File: config.mk
export PLATFORM = sky130hd
export DESIGN_NAME = mm_tile_seq_ctrl
export DESIGN_NICKNAME = d
export VERILOG_FILES = /design/src/rtl/mm_tile_seq_ctrl.sv
export SDC_FILE = /design/constraint.sdc
export NUM_CORES = 1
export LEC_CHECK = 0
export ABC_AREA = 1
export CAP_MARGIN = 10
export CORE_MARGIN = 2
export CORE_UTILIZATION = 55
export DETAILED_ROUTE_END_ITERATION = 16
export GPL_ROUTABILITY_DRIVEN = 0
export PLACE_DENSITY_LB_ADDON = 0.12
export SYNTH_ARGS = -nofsm -noshare
export SYNTH_HDL_FRONTEND = slang
export SYNTH_SLANG_ARGS = --single-unit
File: constraint.sdc
create_clock -name clk -period 5 [get_ports clk]
set_input_delay 1 -clock clk [delete_from_list [all_inputs] [get_ports clk]]
set_output_delay 1 -clock clk [all_outputs]
set_load 0.005 [all_outputs]
File: src/rtl/mm_tile_seq_ctrl.sv
// Tile sequencer for the 4x4x4x16 matrix-multiply datapath: walks an M x N x K tile grid.
// Define MM_CTRL_PERF_EN to add the perf_stall / perf_busy cycle counters.
module mm_tile_seq_ctrl #(
  parameter int ADDR_W   = 8,
  parameter int CNT_W    = 4,
  parameter int MULT_LAT = 2
) (
  input  logic              clk,
  input  logic              reset,
  input  logic              start,
  input  logic [CNT_W-1:0]  cfg_m_tiles,
  input  logic [CNT_W-1:0]  cfg_n_tiles,
  input  logic [CNT_W-1:0]  cfg_k_tiles,
  output logic              busy,
  output logic              done,
  output logic              err,
  output logic [ADDR_W-1:0] act_addr,
  output logic [ADDR_W-1:0] wgt_addr,
  output logic              mm_enable,
  output logic              acc_en,
  output logic              acc_first,
  output logic              out_valid,
  input  logic              out_ready,
  output logic [ADDR_W-1:0] out_addr
`ifdef MM_CTRL_PERF_EN
  ,
  output logic [31:0]       perf_stall,
  output logic [31:0]       perf_busy
`endif
);

  localparam int PW        = 2 * CNT_W;
  localparam int WAIT_LAST = (MULT_LAT > 1) ? MULT_LAT - 2 : 0;
  localparam int WCW       = (MULT_LAT > 2) ? $clog2(MULT_LAT - 1) : 1;

  typedef enum logic [2:0] {
    S_IDLE,
    S_ISSUE,
    S_WAIT,
    S_ACC,
    S_WRITE,
    S_FIN
  } state_t;

  state_t state, state_nxt;

  logic [CNT_W-1:0]  m_cnt, n_cnt, k_cnt;
  logic [CNT_W-1:0]  m_cfg, n_cfg, k_cfg;
  logic [WCW-1:0]    wait_cnt;
  logic              err_flag;
  logic [ADDR_W-1:0] act_hold, wgt_hold;

  logic              cfg_zero;
  logic              k_last, n_last, m_last, wait_last;
  logic [PW-1:0]     act_prod, wgt_prod, out_prod;

  assign cfg_zero  = (cfg_m_tiles == '0) || (cfg_n_tiles == '0) || (cfg_k_tiles == '0);
  assign k_last    = (k_cnt == k_cfg - CNT_W'(1));
  assign n_last    = (n_cnt == n_cfg - CNT_W'(1));
  assign m_last    = (m_cnt == m_cfg - CNT_W'(1));
  assign wait_last = (wait_cnt == WCW'(WAIT_LAST));

  // Tile indices are formed at double counter width, then truncated to the address width.
  assign act_prod = PW'(m_cnt) * PW'(k_cfg) + PW'(k_cnt);
  assign wgt_prod = PW'(k_cnt) * PW'(n_cfg) + PW'(n_cnt);
  assign out_prod = PW'(m_cnt) * PW'(n_cfg) + PW'(n_cnt);

  always_ff @(posedge clk or posedge reset) begin
    if (reset) begin
      state <= S_IDLE;
    end else begin
      state <= state_nxt;
    end
  end

  always_comb begin
    state_nxt = state;
    busy      = 1'b0;
    done      = 1'b0;
    err       = 1'b0;
    mm_enable = 1'b0;
    acc_en    = 1'b0;
    acc_first = 1'b0;
    out_valid = 1'b0;
    out_addr  = '0;
    act_addr  = act_hold;
    wgt_addr  = wgt_hold;
    case (state)
      S_IDLE: begin
        if (start) begin
          state_nxt = cfg_zero ? S_FIN : S_ISSUE;
        end
      end
      S_ISSUE: begin
        busy      = 1'b1;
        mm_enable = 1'b1;
        act_addr  = ADDR_W'(act_prod);
        wgt_addr  = ADDR_W'(wgt_prod);
        state_nxt = (MULT_LAT == 1) ? S_ACC : S_WAIT;
      end
      S_WAIT: begin
        busy = 1'b1;
        if (wait_last) begin
          state_nxt = S_ACC;
        end
      end
      S_ACC: begin
        busy      = 1'b1;
        acc_en    = 1'b1;
        acc_first = (k_cnt == '0);
        state_nxt = k_last ? S_WRITE : S_ISSUE;
      end
      S_WRITE: begin
        busy      = 1'b1;
        out_valid = 1'b1;
        out_addr  = ADDR_W'(out_prod);
        if (out_ready) begin
          state_nxt = (m_last && n_last) ? S_FIN : S_ISSUE;
        end
      end
      S_FIN: begin
        done      = 1'b1;
        err       = err_flag;
        state_nxt = S_IDLE;
      end
      default: state_nxt = S_IDLE;
    endcase
  end

  // Config latch and the m/n/k walk; addresses are held between ISSUE cycles.
  always_ff @(posedge clk or posedge reset) begin
    if (reset) begin
      m_cnt    <= '0;
      n_cnt    <= '0;
      k_cnt    <= '0;
      m_cfg    <= '0;
      n_cfg    <= '0;
      k_cfg    <= '0;
      wait_cnt <= '0;
      err_flag <= 1'b0;
      act_hold <= '0;
      wgt_hold <= '0;
    end else begin
      case (state)
        S_IDLE: begin
          if (start && !cfg_zero) begin
            m_cfg <= cfg_m_tiles;
            n_cfg <= cfg_n_tiles;
            k_cfg <= cfg_k_tiles;
            m_cnt <= '0;
            n_cnt <= '0;
            k_cnt <= '0;
          end else if (start) begin
            err_flag <= 1'b1;
          end
        end
        S_ISSUE: begin
          wait_cnt <= '0;
          act_hold <= ADDR_W'(act_prod);
          wgt_hold <= ADDR_W'(wgt_prod);
        end
        S_WAIT: begin
          wait_cnt <= wait_cnt + WCW'(1);
        end
        S_ACC: begin
          if (!k_last) begin
            k_cnt <= k_cnt + CNT_W'(1);
          end
        end
        S_WRITE: begin
          if (out_ready) begin
            k_cnt <= '0;
            if (n_last) begin
              n_cnt <= '0;
              m_cnt <= m_cnt + CNT_W'(1);
            end else begin
              n_cnt <= n_cnt + CNT_W'(1);
            end
          end
        end
        S_FIN: begin
          err_flag <= 1'b0;
        end
        default: ;
      endcase
    end
  end

`ifdef MM_CTRL_PERF_EN
  // Saturating counters, restarted by any start seen in IDLE and frozen once the job ends.
  always_ff @(posedge clk or posedge reset) begin
    if (reset) begin
      perf_stall <= '0;
      perf_busy  <= '0;
    end else if (state == S_IDLE && start) begin
      perf_stall <= '0;
      perf_busy  <= '0;
    end else begin
      if (busy && perf_busy != '1) begin
        perf_busy <= perf_busy + 32'd1;
      end
      if (state == S_WRITE && !out_ready && perf_stall != '1) begin
        perf_stall <= perf_stall + 32'd1;
      end
    end
  end
`endif

endmodule

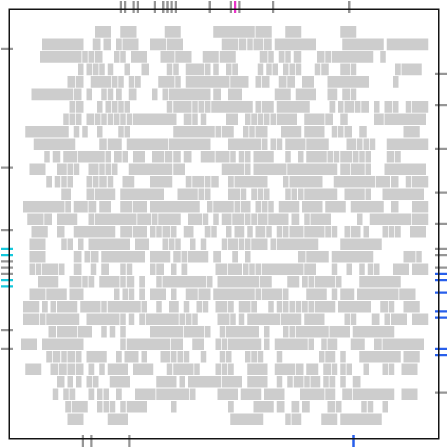
(run_1/io_placement.png)
Pins as bars across the die edge, other pins in grey.
Cyan is cfg_n_tiles, pins 4, direction input, edge left. Magenta is acc_en, pins 1, direction output, edge top. Blue is wgt_addr, pins 8, direction output, edge 7 right, 1 bottom.

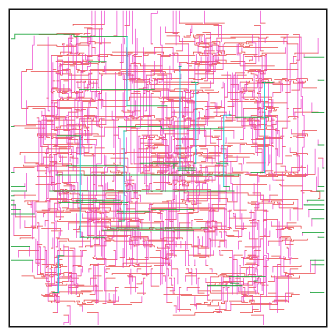
(run_1/wires.png)
Red is metal 1, wire length 4250 um. Magenta is metal 2, wire length 4540 um. Green is metal 3, wire length 518 um. Cyan is metal 4, wire length 192 um.

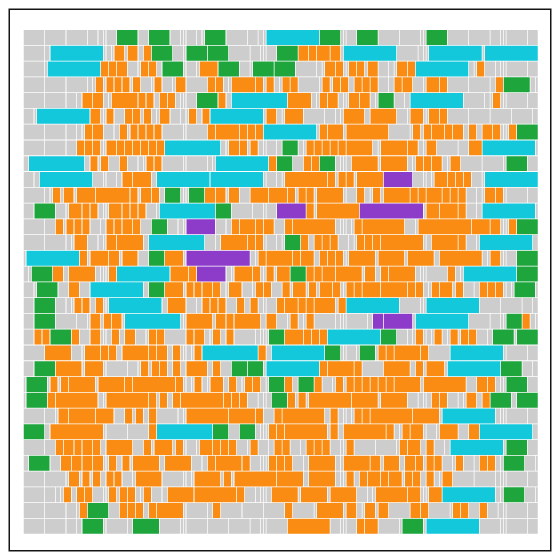
(run_1/placement_by_type.png)
Fill, decap, tap and diode cells in grey.
Purple is clock drivers and dummy loads, cells 8, share of their area 2.6%. Green is other buffers and delay cells, cells 70, share of their area 13%. Cyan is flops, cells 45, share of their area 22%. Orange is combinational and other logic, cells 533, share of their area 62%.

[run 1: routing by layer]
layer	global-route usage	share of wire
met1	0.313	0.45
met2	0.412	0.48
met3	0.0290	0.055
met4	0.0686	0.020
met5	0	0
[run 1: cells by family after synthesis]
group	share of synthesized area
AOI/OAI and AO/OA	0.0590
xor gates and xnor gates	0.0341
adders and majority gates	0.254
buffers and inverters	0.117
DFF	0.258
muxes	0.00258
and+or+nand+nor	0.277
[run 1: timing repair]
| action | in CTS | in global routing |
|---|---|---|
| buffers inserted | 9 | 4 |
| gates resized | 6 | 15 |
| gates cloned | 0 | 0 |
| setup endpoints to repair | 8 | 9 |
| pin swaps | 0 | 5 |
| hold endpoints to repair | 0 | 0 |
[run 1: cells in the final DEF (no fill, tap or decap), drive strengths merged]
cell | Yosys | final
a21o | 2 | 2
ha | 55 | 55
dfrtp | 45 | 45
a31oi | 4 | 4
dlymetal6s2s | 0 | 2
inv | 109 | 108
nor2 | 38 | 38
nand4 | 8 | 8
xor2 | 10 | 10
fa | 21 | 21
clkinv | 0 | 2
o21ai | 28 | 28
or2 | 6 | 6
mux2 | 1 | 1
nand2 | 186 | 186
clkbuf | 2 | 5
bufinv | 0 | 2
nor3 | 2 | 2
a21boi | 1 | 1
nor4 | 2 | 2
and2 | 2 | 2
xnor2 | 7 | 7
nand3 | 37 | 37
nand3b | 3 | 3
buf | 16 | 24
a21oi | 11 | 11
clkdlybuf4s50 | 0 | 44
[run 1: stage by stage]
| stage | hold WS [ns] | utilization | total power [mW] |
|---|---|---|---|
| finish | 0.481 | 0.677 | 1.84 |
| global route | 0.515 | 0.677 | 2.01 |
| CTS | 0.483 | 0.667 | 1.82 |
| detailed placement | 0.459 | 0.640 | 1.46 |
| global placement | 0.457 | 0.640 | 1.42 |
| floorplan | 0.458 | - | 1.18 |
[run 1: flip-flops by register name, indices dropped and copies added, names as in the netlist, 3 cells and up]
register	count
act_hold	8
wgt_hold	8
k_cfg	4
k_cnt	4
m_cfg	4
m_cnt	4
n_cfg	4
n_cnt	4
state	3
[run 1: worst reg2reg max path, stage by stage (launching register included)]
cell and delay, ns:
dfrtp_2 0.41, nand2_1 0.09, fa_1 0.55, fa_1 0.44
fa_1 0.51, inv_1 0.04, ha_2 0.32, nand2_1 0.07
nand2_1 0.06, nand2_1 0.06, nand3_1 0.08, or2_2 0.28
nand3_1 0.07, nand2_1 0.06
[run 1: worst max-delay path by stage]
stage	start	to	slack, ns	cells past startpoint
final	m_cnt[0]$_DFFE_PP0P_	out_addr[6]	0.18	14
after global routing	m_cnt[0]$_DFFE_PP0P_	out_addr[6]	-0.06	14
after CTS	m_cnt[0]$_DFFE_PP0P_	act_addr[4]	0.001	12
after detailed placement	n_cfg[3]$_DFFE_PP0P_	wgt_addr[4]	0.23	12
after global placement	m_cnt[0]$_DFFE_PP0P_	out_addr[6]	0.31	14
after floorplan	m_cnt[0]$_DFFE_PP0P_	act_addr[6]	0.80	14
[run 1: power by group]
| group | switching, mW | leakage [nW] | internal (mW) |
|---|---|---|---|
| Clock | 0.126 | 0.0681 | 0.199 |
| Combinational | 0.548 | 2.38 | 0.403 |
| Sequential | 0.0990 | 0.584 | 0.463 |
==> results.yml, run 1 <==
# implementation run metrics
run_status:
  status: "finished, final reports clean"
job:
  cap_violations: 0
  warnings: 27
drt:
  wire_per_inst_um: 12.5
  vias: 3827
  drtIter0Drc: 134
  finalWirelength_um: 9500
  via_per_inst: 5.05
  ant_nets: 0
  drc: 0
sta:
  min_period_ns: 4.82
  max_freq_mhz: 208
  fin_skew_ns: 0.0122
  timing.slew.headroom: 0.570
  period_used_share: 0.964
  finalHoldViolCount: 0
  tns_ns: 0
  finalWorstSetupSlack_ns: 0.181
synth:
  syn_inst: 596
  syn-num-nets: 688
  largest_area_cell: "dfrtp_1"
  ys_seq_elements: 45
  yosysMostFrequentCell: "nand2_1"
  top_cells_by_area: "dfrtp_1 26%, nand2_1 16%, ha_1 16%"
  edf_count: 0
  syn_area_um2: 4370
  top_cell_area_share: 0.258
  synth.distinct_cells: 34
cts:
  clkLatencyLatePin_ns: 0.30
  clk_pin_slew_worst_paths_ns: 0.09
  tritoncts: "built"
  htree_levels: 2
  cts_buffer_depth: 2
  cts.sinks: 45
hold_path:
  min_path_type: "reg2reg"
  holdPathEnd: "wgt_hold[1]$_DFF_PP0_"
setup_path:
  worstPathRequired_ns: 4.00
  cp-end-kind: "output pin"
  cp_cell_sequence: "nand2_2 > fa_1 > fa_1 > fa_1 > inv_1 > ha_4 > a21oi_1 > nand2_1 > nand2_1 > nand2_1 > a21oi_2 > nor2_1 > nor2_1 > clkdlybuf4s50_1"
  arrival_ns: 3.82
  cp_slowest_cell: "fa_1"
  r2r-start: "n_cfg[3]$_DFFE_PP0P_"
  critPathMaxFanout: 5
  max_stage_delay_ns: 0.56
finish:
  comb_share: 0.531
  sh_seq_area: 0.217
  buffer_area_frac: 0.123
  nClkBuffers: 5
  ff_count: 45
  area.sequential_um2: 1140
  largest_class: "logic gates"
  nNonClkBuffers: 70
  nNetsFinal: 747
  final-clk-cell-share: 0.0256
  final-comb-area_um2: 2780
  syn_to_final_growth_pct: 19.7
  drive_gt1_frac: 0.101
  fillers: 671
global_route:
  grt_max_degree: 46
  antenna_found_initial: 0
  grt.overflow.total: 0
floorplanning:
  die_w_um: 93.1
  die_area_um2: 8680
  die_height_um: 93.1
  coreArea_um2: 7730
place:
  port_buffers: 46
  dp_cells: 737
power_and_ir_drop:
  p_leak_nw: 3.03
  irDropWorstVdd_uv: 204
==> inputs of run 2 (changes only) <==
--- a/config.mk
+++ b/config.mk
@@ -5,8 +5,8 @@
 export SDC_FILE = /design/constraint.sdc
 export NUM_CORES = 1
 export LEC_CHECK = 0
-export ABC_AREA = 1
 export CAP_MARGIN = 10
+export CORE_ASPECT_RATIO = 0.7
 export CORE_MARGIN = 2
 export CORE_UTILIZATION = 55
 export DETAILED_ROUTE_END_ITERATION = 16
==> results.yml, run 2 <==
# implementation run metrics
run_status:
  status: "finished, final reports clean"
synth:
  ys_seq_share: 0.272
  yosysMostFrequentCell: "nand2_1"
  edf_count: 0
  top_cell_area_share: 0.272
  syn_inst: 462
  synth.distinct_cells: 49
  ys_seq_elements: 45
  syn-num-nets: 554
  top_cells_by_area: "dfrtp_1 27%, ha_1 17%, fa_1 10%"
  syn_area_um2: 4140
  largest_area_cell: "dfrtp_1"
sta:
  min_period_ns: 4.90
  period_used_share: 0.980
  timing.slew.headroom: 0.612
  max_freq_mhz: 204
  finalHoldViolCount: 0
  fin_hold_ws_ns: 0.476
  worst_pin_slew_ns: 0.578
  fin_skew_ns: 0.00722
global_route:
  grt_pass1_vias: 3355
  grt.overflow.total: 0
  grt_max_degree: 32
  antenna_found_initial: 0
power_and_ir_drop:
  clock_power_share: 0.136
  p_leak_nw: 2.58
  internal_power_mw: 1.24
  p_sw_frac: 0.424
  p_seq_frac: 0.285
  combPwrFrac: 0.579
  irDropWorstVdd_uv: 475
  total_power_mw: 2.15
  power_switching_mw: 0.911
setup_path:
  cp_slowest_cell: "fa_1"
  cp_cell_sequence: "nand2_1 > fa_1 > fa_1 > fa_1 > inv_1 > ha_1 > nor2b_1 > o21ai_1 > a21boi_1 > o21ai_1 > mux2i_1 > o311ai_1 > dlygate4sd2_1"
  max_stage_delay_ns: 0.56
  arrival_ns: 3.90
  cp-end-kind: "output pin"
  critPathMaxFanout: 3
  worstPathRequired_ns: 4.00
drt:
  drc: 0
  vias: 3321
  dr_wl_met2_um: 4280
  dr_wl_met3_um: 509
  top_layer: "met4"
  drtIter0Drc: 125
  wire_per_inst_um: 15.2
  ant_nets: 0
  m1WireLength_um: 4580
  via_per_inst: 5.33
cts:
  htree_levels: 2
  tritoncts: "built"
  clk_pin_slew_worst_paths_ns: 0.09
  cts_buffer_depth: 2
finish:
  area.sequential_um2: 1130
  mostFrequentLayoutCells: "68 x nand2_1, 55 x inv_1, 53 x ha_1"
  utilization: 0.691
  drive_gt1_frac: 0.135
  syn_to_final_growth_pct: 21.6
  final-comb-area_um2: 2760
  layout_top_cell: "nand2_1"
  top_regs: "act_hold: 8 flops, wgt_hold: 8 flops"
place:
  port_buffers: 46
floorplanning:
  die_height_um: 76.6
  die_w_um: 108
hold_path:
  min_path_type: "reg2reg"
job:
  cap_violations: 0
  warnings: 28
run 2: metrics by stage:
stage	setup TNS [ns]	instance area, um^2	std cells	setup WS [ns]
after CTS	0	4980	620	0.00135
after floorplan	0	4140	462	0.458
after global placement	0	4780	604	0.0919
final	0	5040	623	0.0985
after detailed placement	-0.0176	4780	604	-0.0176
after global routing	-0.200	5040	623	-0.149
run 2: worst max-delay path: cells and delay by family, from the launching register on:
family,cells,cell delay [ns]
AOI/OAI and AO/OA,4,0.55
adders and majority gates,4,1.85
buffers and inverters,2,0.32
DFF,1,0.41
muxes,1,0.21
and+or+nand+nor,2,0.26
run 2: power groups by stage:
stage | clock (mW) | sequential (mW) | combinational [mW]
after floorplan | 0 | 0.568 | 0.803
after CTS | 0.305 | 0.611 | 1.22
after detailed placement | 0 | 0.617 | 1.18
after global routing | 0.318 | 0.633 | 1.37
final | 0.292 | 0.612 | 1.24
after global placement | 0 | 0.609 | 1.15
run 2: worst paths after layout:
path	slack (ns)	from	end
setup / recovery	0.1	m_cnt[0]$_DFFE_PP0P_	act_addr[7]
hold / removal	0.48	wgt_hold[1]$_DFF_PP0_	wgt_hold[1]$_DFF_PP0_
setup reg to reg	1.20	n_cfg[1]$_DFFE_PP0P_	wgt_hold[5]$_DFF_PP0_
hold reg to reg	0.48	wgt_hold[1]$_DFF_PP0_	wgt_hold[1]$_DFF_PP0_
max in group asynchronous	3.25	reset	state[0]$_DFFE_PP0P_
min in group asynchronous	0.98	reset	act_hold[5]$_DFF_PP0_
run 2: per-layer routing:
| layer | vias up | GRT usage |
|---|---|---|
| li1 | 1641 | - |
| met1 | 1586 | 0.363 |
| met2 | 82 | 0.382 |
| met3 | 12 | 0.0462 |
| met4 | 0 | 0.0551 |
| met5 | - | 0 |
run 2: kinds of logic (layout without fill, tap and decap cells):
group           count (synthesis)  after routing  share of synthesized area
compound gates                 68             68                      0.102
buf+inv                        77            140                     0.0746
fa+ha+maj                      76             76                      0.268
flops                          45             45                      0.272
mux                            11             11                     0.0287
simple gates                  151            151                      0.181
xor+xnor                       34             34                     0.0737
run 2: cell type report:
cell class                      instances  share of cell area
Inverter                               58              0.0432
Clock inverter                          1             0.00596
Timing Repair Buffer                   74               0.137
Sequential cell                        45               0.224
Clock buffer                            7              0.0171
Tap cell                               98              0.0243
Multi-Input combinational cell        340               0.548
run 2: repair_timing:
action,CTS,global route
pin swaps,11,19
setup endpoints to repair,9,7
buffers inserted,8,3
gates resized,19,14
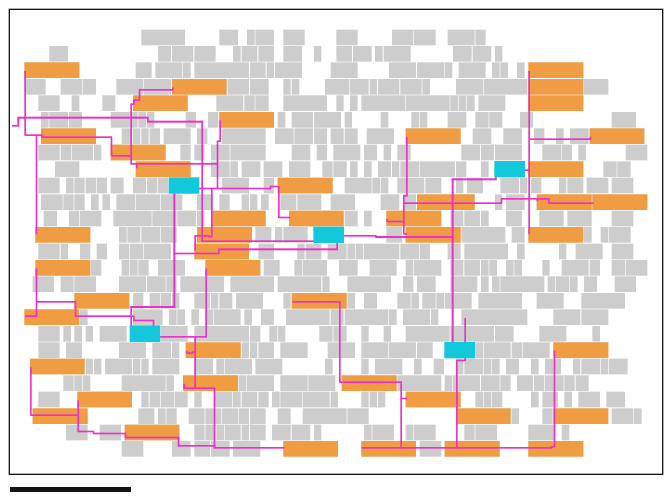
(run_2/clk_routes.png)
The bar under the picture is 20 um long.
Orange is flip-flops, count 45. Cyan is clock drivers, count 5. Magenta is clock wires, length 666 um.
There are 6 routed clock nets.

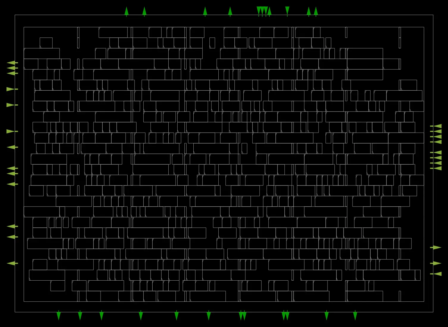
(run_2/placement.png)
Finished Layout Cells: 623
Rows: 26
layout filler cell count: 589
Tap Count: 98
CORE AREA: 7290 um^2

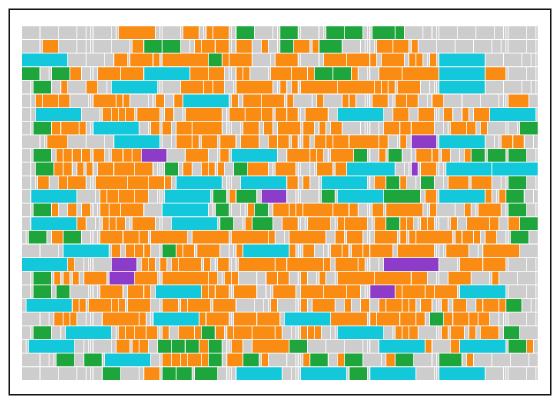
(run_2/placement_by_type.png)
Fill, decap, tap and diode cells in grey.
Purple is clock drivers and dummy loads, cells 8, share of their area 2.4%. Orange is combinational and other logic, cells 398, share of their area 61%. Cyan is flops, cells 45, share of their area 23%. Green is other buffers and delay cells, cells 74, share of their area 14%.

Power is estimated from default activity; no workload was simulated.
